[config.mk]
export PLATFORM = sky130hd
export DESIGN_NAME = i281_exec_ctrl
export DESIGN_NICKNAME = d
export VERILOG_FILES = /design/src/rtl/i281_exec_pkg.sv /design/src/rtl/i281_exec_ctrl_sync_edge.sv /design/src/rtl/i281_exec_ctrl.sv
export SDC_FILE = /design/constraint.sdc
export NUM_CORES = 1
export LEC_CHECK = 0
export ABC_CLOCK_PERIOD_IN_PS = 1400
export CORE_MARGIN = 2
export CORE_UTILIZATION = 44
export DETAILED_ROUTE_END_ITERATION = 12
export GPL_TIMING_DRIVEN = 0
export PLACE_DENSITY_LB_ADDON = 0.08
export SYNTH_ARGS = -nofsm -noshare
export SYNTH_HDL_FRONTEND = slang
export SYNTH_HIERARCHICAL = 1
export SYNTH_SLANG_ARGS = --single-unit
[constraint.sdc]
create_clock -name clock -period 1.4 [get_ports clock]
set_clock_uncertainty 0.15 [all_clocks]
set_input_delay 0.21 -clock clock [delete_from_list [all_inputs] [get_ports clock]]
set_output_delay 0.21 -clock clock [all_outputs]
set_load 0.005 [all_outputs]
[src/rtl/i281_exec_pkg.sv]
// Shared types and defaults for the i281 execution controller.
// Latency: n/a; backpressure: n/a.
package i281_exec_pkg;

    localparam int PC_W_DEF        = 6;
    localparam int CNT_W_DEF       = 16;
    localparam int SYNC_STAGES_DEF = 2;

    typedef enum logic [1:0] {
        ST_IDLE  = 2'd0,
        ST_RUN   = 2'd1,
        ST_STEP  = 2'd2,
        ST_BREAK = 2'd3
    } exec_state_e;

endpackage

[src/rtl/i281_exec_ctrl_sync_edge.sv]
// Multi-flop synchronizer for a board-level async level, with a rising-edge pulse.
// Latency: SYNC_STAGES cycles to sync_o, rise_o combinational on it; backpressure: none.
module i281_sync_edge
    import i281_exec_pkg::*;
#(
    parameter int SYNC_STAGES = SYNC_STAGES_DEF
) (
    input  logic clock,
    input  logic rst_n,
    input  logic async_i,
    output logic sync_o,
    output logic rise_o
);

    logic [SYNC_STAGES-1:0] sync_q;
    logic                   prev_q;

    always_ff @(posedge clock or negedge rst_n) begin
        if (!rst_n) begin
            sync_q <= '0;
            prev_q <= 1'b0;
        end else begin
            sync_q <= {sync_q[SYNC_STAGES-2:0], async_i};
            prev_q <= sync_q[SYNC_STAGES-1];
        end
    end

    assign sync_o = sync_q[SYNC_STAGES-1];
    assign rise_o = sync_o & ~prev_q;

endmodule

[src/rtl/i281_exec_ctrl.sv]
// i281 run/step/halt/breakpoint controller driving the datapath run enable; breakpoint under I281_BREAKPOINT_EN.
// Latency: run is combinational from registered state/flags/PC; backpressure: none (halt waits for instr_done).
module i281_exec_ctrl
    import i281_exec_pkg::*;
#(
    parameter int PC_W        = PC_W_DEF,
    parameter int CNT_W       = CNT_W_DEF,
    parameter int SYNC_STAGES = SYNC_STAGES_DEF
) (
    input  logic             clock,
    input  logic             reset,
    input  logic             mode_run,
    input  logic             step_btn,
    input  logic             halt_req,
    input  logic             bp_en,
    input  logic [PC_W-1:0]  bp_addr,
    input  logic [PC_W-1:0]  current_pc,
    input  logic             instr_done,
    output logic             run,
    output logic [1:0]       state,
    output logic             halted,
    output logic [CNT_W-1:0] instr_count,
    output logic [CNT_W-1:0] cycle_count
);

    localparam logic [CNT_W-1:0] CNT_MAX = '1;

    logic [1:0]       rst_sync_q;
    logic             rst_n;
    logic             mr_sync;
    logic             mr_rise_unused;
    logic             step_sync_unused;
    logic             step_pulse;
    logic             bp_hit;
    exec_state_e      state_q, state_d;
    logic             from_break_q, from_break_d;
    logic             first_q, first_d;
    logic             boundary_q, boundary_d;
    logic             enter_active;
    logic [CNT_W-1:0] instr_cnt_q, cycle_cnt_q;

    // Async assert, release aligned to clock so no flop sees a mid-cycle deassertion.
    always_ff @(posedge clock or negedge reset) begin
        if (!reset) begin
            rst_sync_q <= 2'b00;
        end else begin
            rst_sync_q <= {rst_sync_q[0], 1'b1};
        end
    end
    assign rst_n = rst_sync_q[1];

    i281_sync_edge #(.SYNC_STAGES(SYNC_STAGES)) u_sync_mode (
        .clock   (clock),
        .rst_n   (rst_n),
        .async_i (mode_run),
        .sync_o  (mr_sync),
        .rise_o  (mr_rise_unused)
    );

    i281_sync_edge #(.SYNC_STAGES(SYNC_STAGES)) u_sync_step (
        .clock   (clock),
        .rst_n   (rst_n),
        .async_i (step_btn),
        .sync_o  (step_sync_unused),
        .rise_o  (step_pulse)
    );

`ifdef I281_BREAKPOINT_EN
    // first_q skips the check on the instruction we are just (re)starting from.
    assign bp_hit = bp_en && boundary_q && !first_q && (current_pc == bp_addr);
    assign halted = (state_q == ST_BREAK);
`else
    logic bp_unused;
    assign bp_unused = ^{bp_en, bp_addr, current_pc, first_q, boundary_q};
    assign bp_hit    = 1'b0;
    assign halted    = 1'b0;
`endif

    assign run   = ((state_q == ST_RUN) && !bp_hit) || (state_q == ST_STEP);
    assign state = state_q;

    always_comb begin
        state_d      = state_q;
        from_break_d = from_break_q;
        case (state_q)
            ST_IDLE: begin
                if (halt_req) begin
                    state_d = ST_IDLE;
                end else if (mr_sync) begin
                    state_d = ST_RUN;
                end else if (step_pulse) begin
                    state_d      = ST_STEP;
                    from_break_d = 1'b0;
                end
            end
            ST_RUN: begin
                if (bp_hit) begin
                    state_d = ST_BREAK;
                end else if (instr_done && (halt_req || !mr_sync)) begin
                    state_d = ST_IDLE;
                end
            end
            ST_STEP: begin
                if (instr_done) begin
                    state_d = from_break_q ? ST_BREAK : ST_IDLE;
                end
            end
            ST_BREAK: begin
                if (step_pulse && !halt_req) begin
                    state_d      = ST_STEP;
                    from_break_d = 1'b1;
                end else if (!mr_sync) begin
                    state_d = ST_IDLE;
                end
            end
            default: state_d = ST_IDLE;
        endcase

        enter_active = (state_d != state_q) && ((state_d == ST_RUN) || (state_d == ST_STEP));
        first_d      = first_q;
        boundary_d   = boundary_q;
        if (enter_active) begin
            first_d    = 1'b1;
            boundary_d = 1'b1;
        end else if (run) begin
            first_d    = 1'b0;
            boundary_d = instr_done;
        end
    end

    always_ff @(posedge clock or negedge rst_n) begin
        if (!rst_n) begin
            state_q      <= ST_IDLE;
            from_break_q <= 1'b0;
            first_q      <= 1'b0;
            boundary_q   <= 1'b0;
        end else begin
            state_q      <= state_d;
            from_break_q <= from_break_d;
            first_q      <= first_d;
            boundary_q   <= boundary_d;
        end
    end

    always_ff @(posedge clock or negedge rst_n) begin
        if (!rst_n) begin
            instr_cnt_q <= '0;
            cycle_cnt_q <= '0;
        end else begin
            if (run && instr_done && (instr_cnt_q != CNT_MAX)) begin
                instr_cnt_q <= instr_cnt_q + CNT_W'(1);
            end
            if (run && (cycle_cnt_q != CNT_MAX)) begin
                cycle_cnt_q <= cycle_cnt_q + CNT_W'(1);
            end
        end
    end

    assign instr_count = instr_cnt_q;
    assign cycle_count = cycle_cnt_q;

endmodule

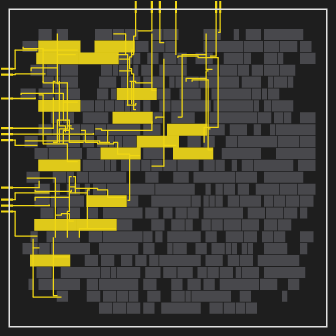
(port wiring)
[instr_count] yellow | bits: 16 | direction: output | edge: 10 left, 6 top | end cells: 16 | wire: 718 um

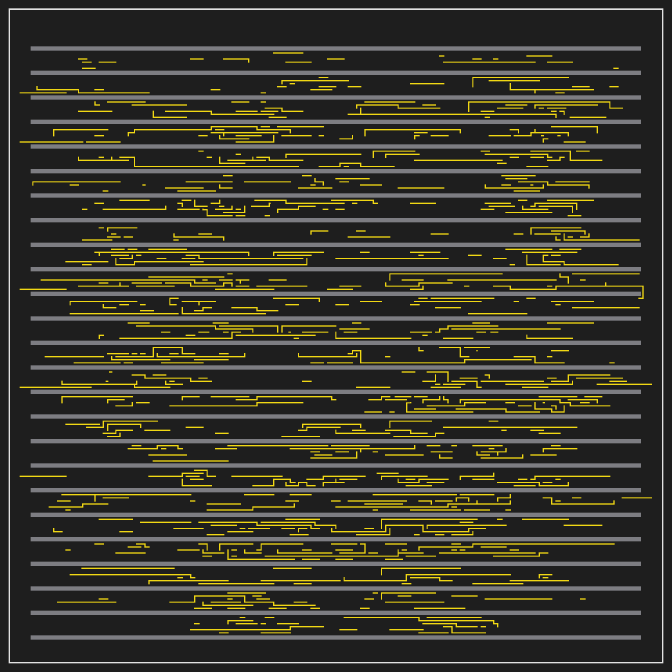
(metal 1)
Supply wires on this layer in gray.
wire length on this layer: 2390 um
longest straight run: 23.0 um
nets with wire on the layer: 275

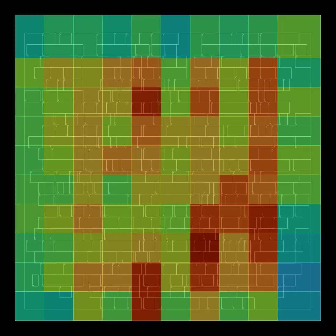
(track usage over the die)
global-route usage over all layers: 22.6%
met2 Usage GRT: 39.3%

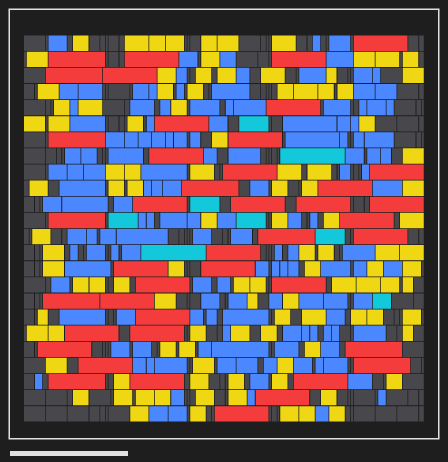
(placement by cell class)
Scale bar: 20 um. Fill, decap, tap and diode cells in gray.
[all other logic] blue | cells: 143 | share of their area: 37%
[flip-flops] red | cells: 42 | share of their area: 32%
[clock drivers and dummy loads] cyan | cells: 8 | share of their area: 4.1%
[other buffers and delay cells] yellow | cells: 107 | share of their area: 27%

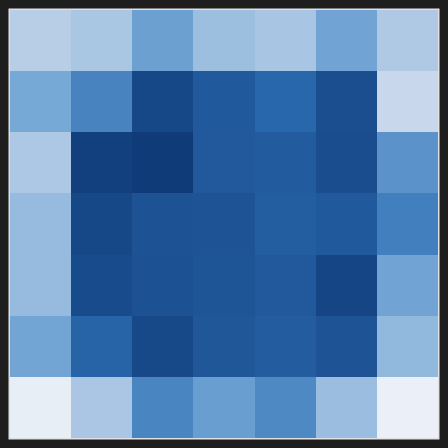
(placement density heat map)
The die is cut into 7 by 7 equal tiles; white is low, dark blue is high, 0 to 100% covered.
mean over tiles: 64%
tiles over 75% full: 49%
fullest tile: 95%
densest ninth of the die: middle

[through the flow]
step / TNS (ns) / hold WS [ns]
finish: -12.56 / 0.214
global route: -15.29 / 0.211
CTS: -11.63 / 0.217
detailed placement: -14.73 / 0.197
global placement: -12.75 / 0.185
floorplan: -7.91 / -0.236
[critical path, delay by kind of cell, from the launching register on]
kind	cells	cell delay [ns]
simple gates	2	0.48
flops	1	0.38
fa+ha+maj	1	0.30
buf+inv	2	0.17
xor+xnor	1	0.16
compound gates	1	0.15
[power groups by stage]
stage                     Sequential [mW]  Clock [mW]  Combinational (mW)
after floorplan                      1.69           0               0.779
after global routing                 1.67        1.24                2.55
after CTS                            1.62        1.16                2.13
after global placement               1.71           0                1.32
final                                1.64        1.15                2.38
after detailed placement             1.74           0                1.38
==> flow_summary.yaml <==
# implementation run metrics
cts:
  cts.htree.levels: 2
  clk_pin_slew_ns: 0.09
  ctsResizeCount: 68
grt:
  top_usage_layer: "met2"
  grt_use_met3_pct: 5.42
  grt_max_degree: 41
critical_path:
  cp.arrival_ns: 1.93
  crit_type: "flop to flop"
  cp-end-kind: "flop"
  ff2ff_path_depth: 7
  worstSetupStartpoint: "state[1]$_DFFE_PN0P_"
routing:
  avgViaCountPerCell: 5.39
  routed_wl_mm: 5.88
  top_layer: "met4"
  met3WireLength_um: 231
  via_count: 1897
  remaining_drc_errors: 0
finish:
  final_area_mm2: 0.00342
  sh_comb_area_pct: 35.7
  largestClassByArea: "combinational gates"
  buf_share_pct: 26.5
  final_util_pct: 77.5
  syn_to_final_growth_pct: 67.0
  drive_gt1_share_pct: 46.0
  lay_top_count: "buf_4"
  fill_cells: 283
  comb_area_mm2: 0.00122
  n_all_buffers: 107
  nClkBuffers: 5
  nFlopsAndLatches: 42
  seq_area_mm2: 0.00106
  layout_top_cells: "54 x buf_4, 32 x dfrtp_1, 18 x dlygate4sd2_1"
  inverters_excl_clock: 7
pwr:
  p_per_area_mw_per_mm2: 1510
  vdd_ir_drop_max_uv: 913
  power.total_mw: 5.17
  p_comb_share_pct: 46.1
  p_clk_share_pct: 22.3
  p_seq_share_pct: 31.7
place:
  pre_cts_slack_ns: -0.634
  gp_congestion: 0.921
final_timing:
  fmax_ghz: 0.527
  setup_viol: 40
  max_slew.worst_pin.slew_ns: 0.876
  setup_ws_ns: -0.497
  slew_headroom_pct: 41.6
  drv_slew: 0
  rsz0062_at_grt: "yes"
  hold_violations: 0
run_status:
  status: "finished with violations"
  violations: "negative setup slack"
worst_hold_path:
  hp-start: "u_sync_step/sync_q[0]$_DFF_PN0_"
  hold_depth: 0
floorplanning:
  std_cell_rows: 24
  fp_util_pct: 46.4
  fp.dieH_um: 72.3
  core_mm2: 0.00441
  die_area_mm2: 0.00522
yosys:
  yosysWarnings: 6
flow_run:
  tool_warnings: 46
No activity file was given, so power comes from the tool's default toggle rates.
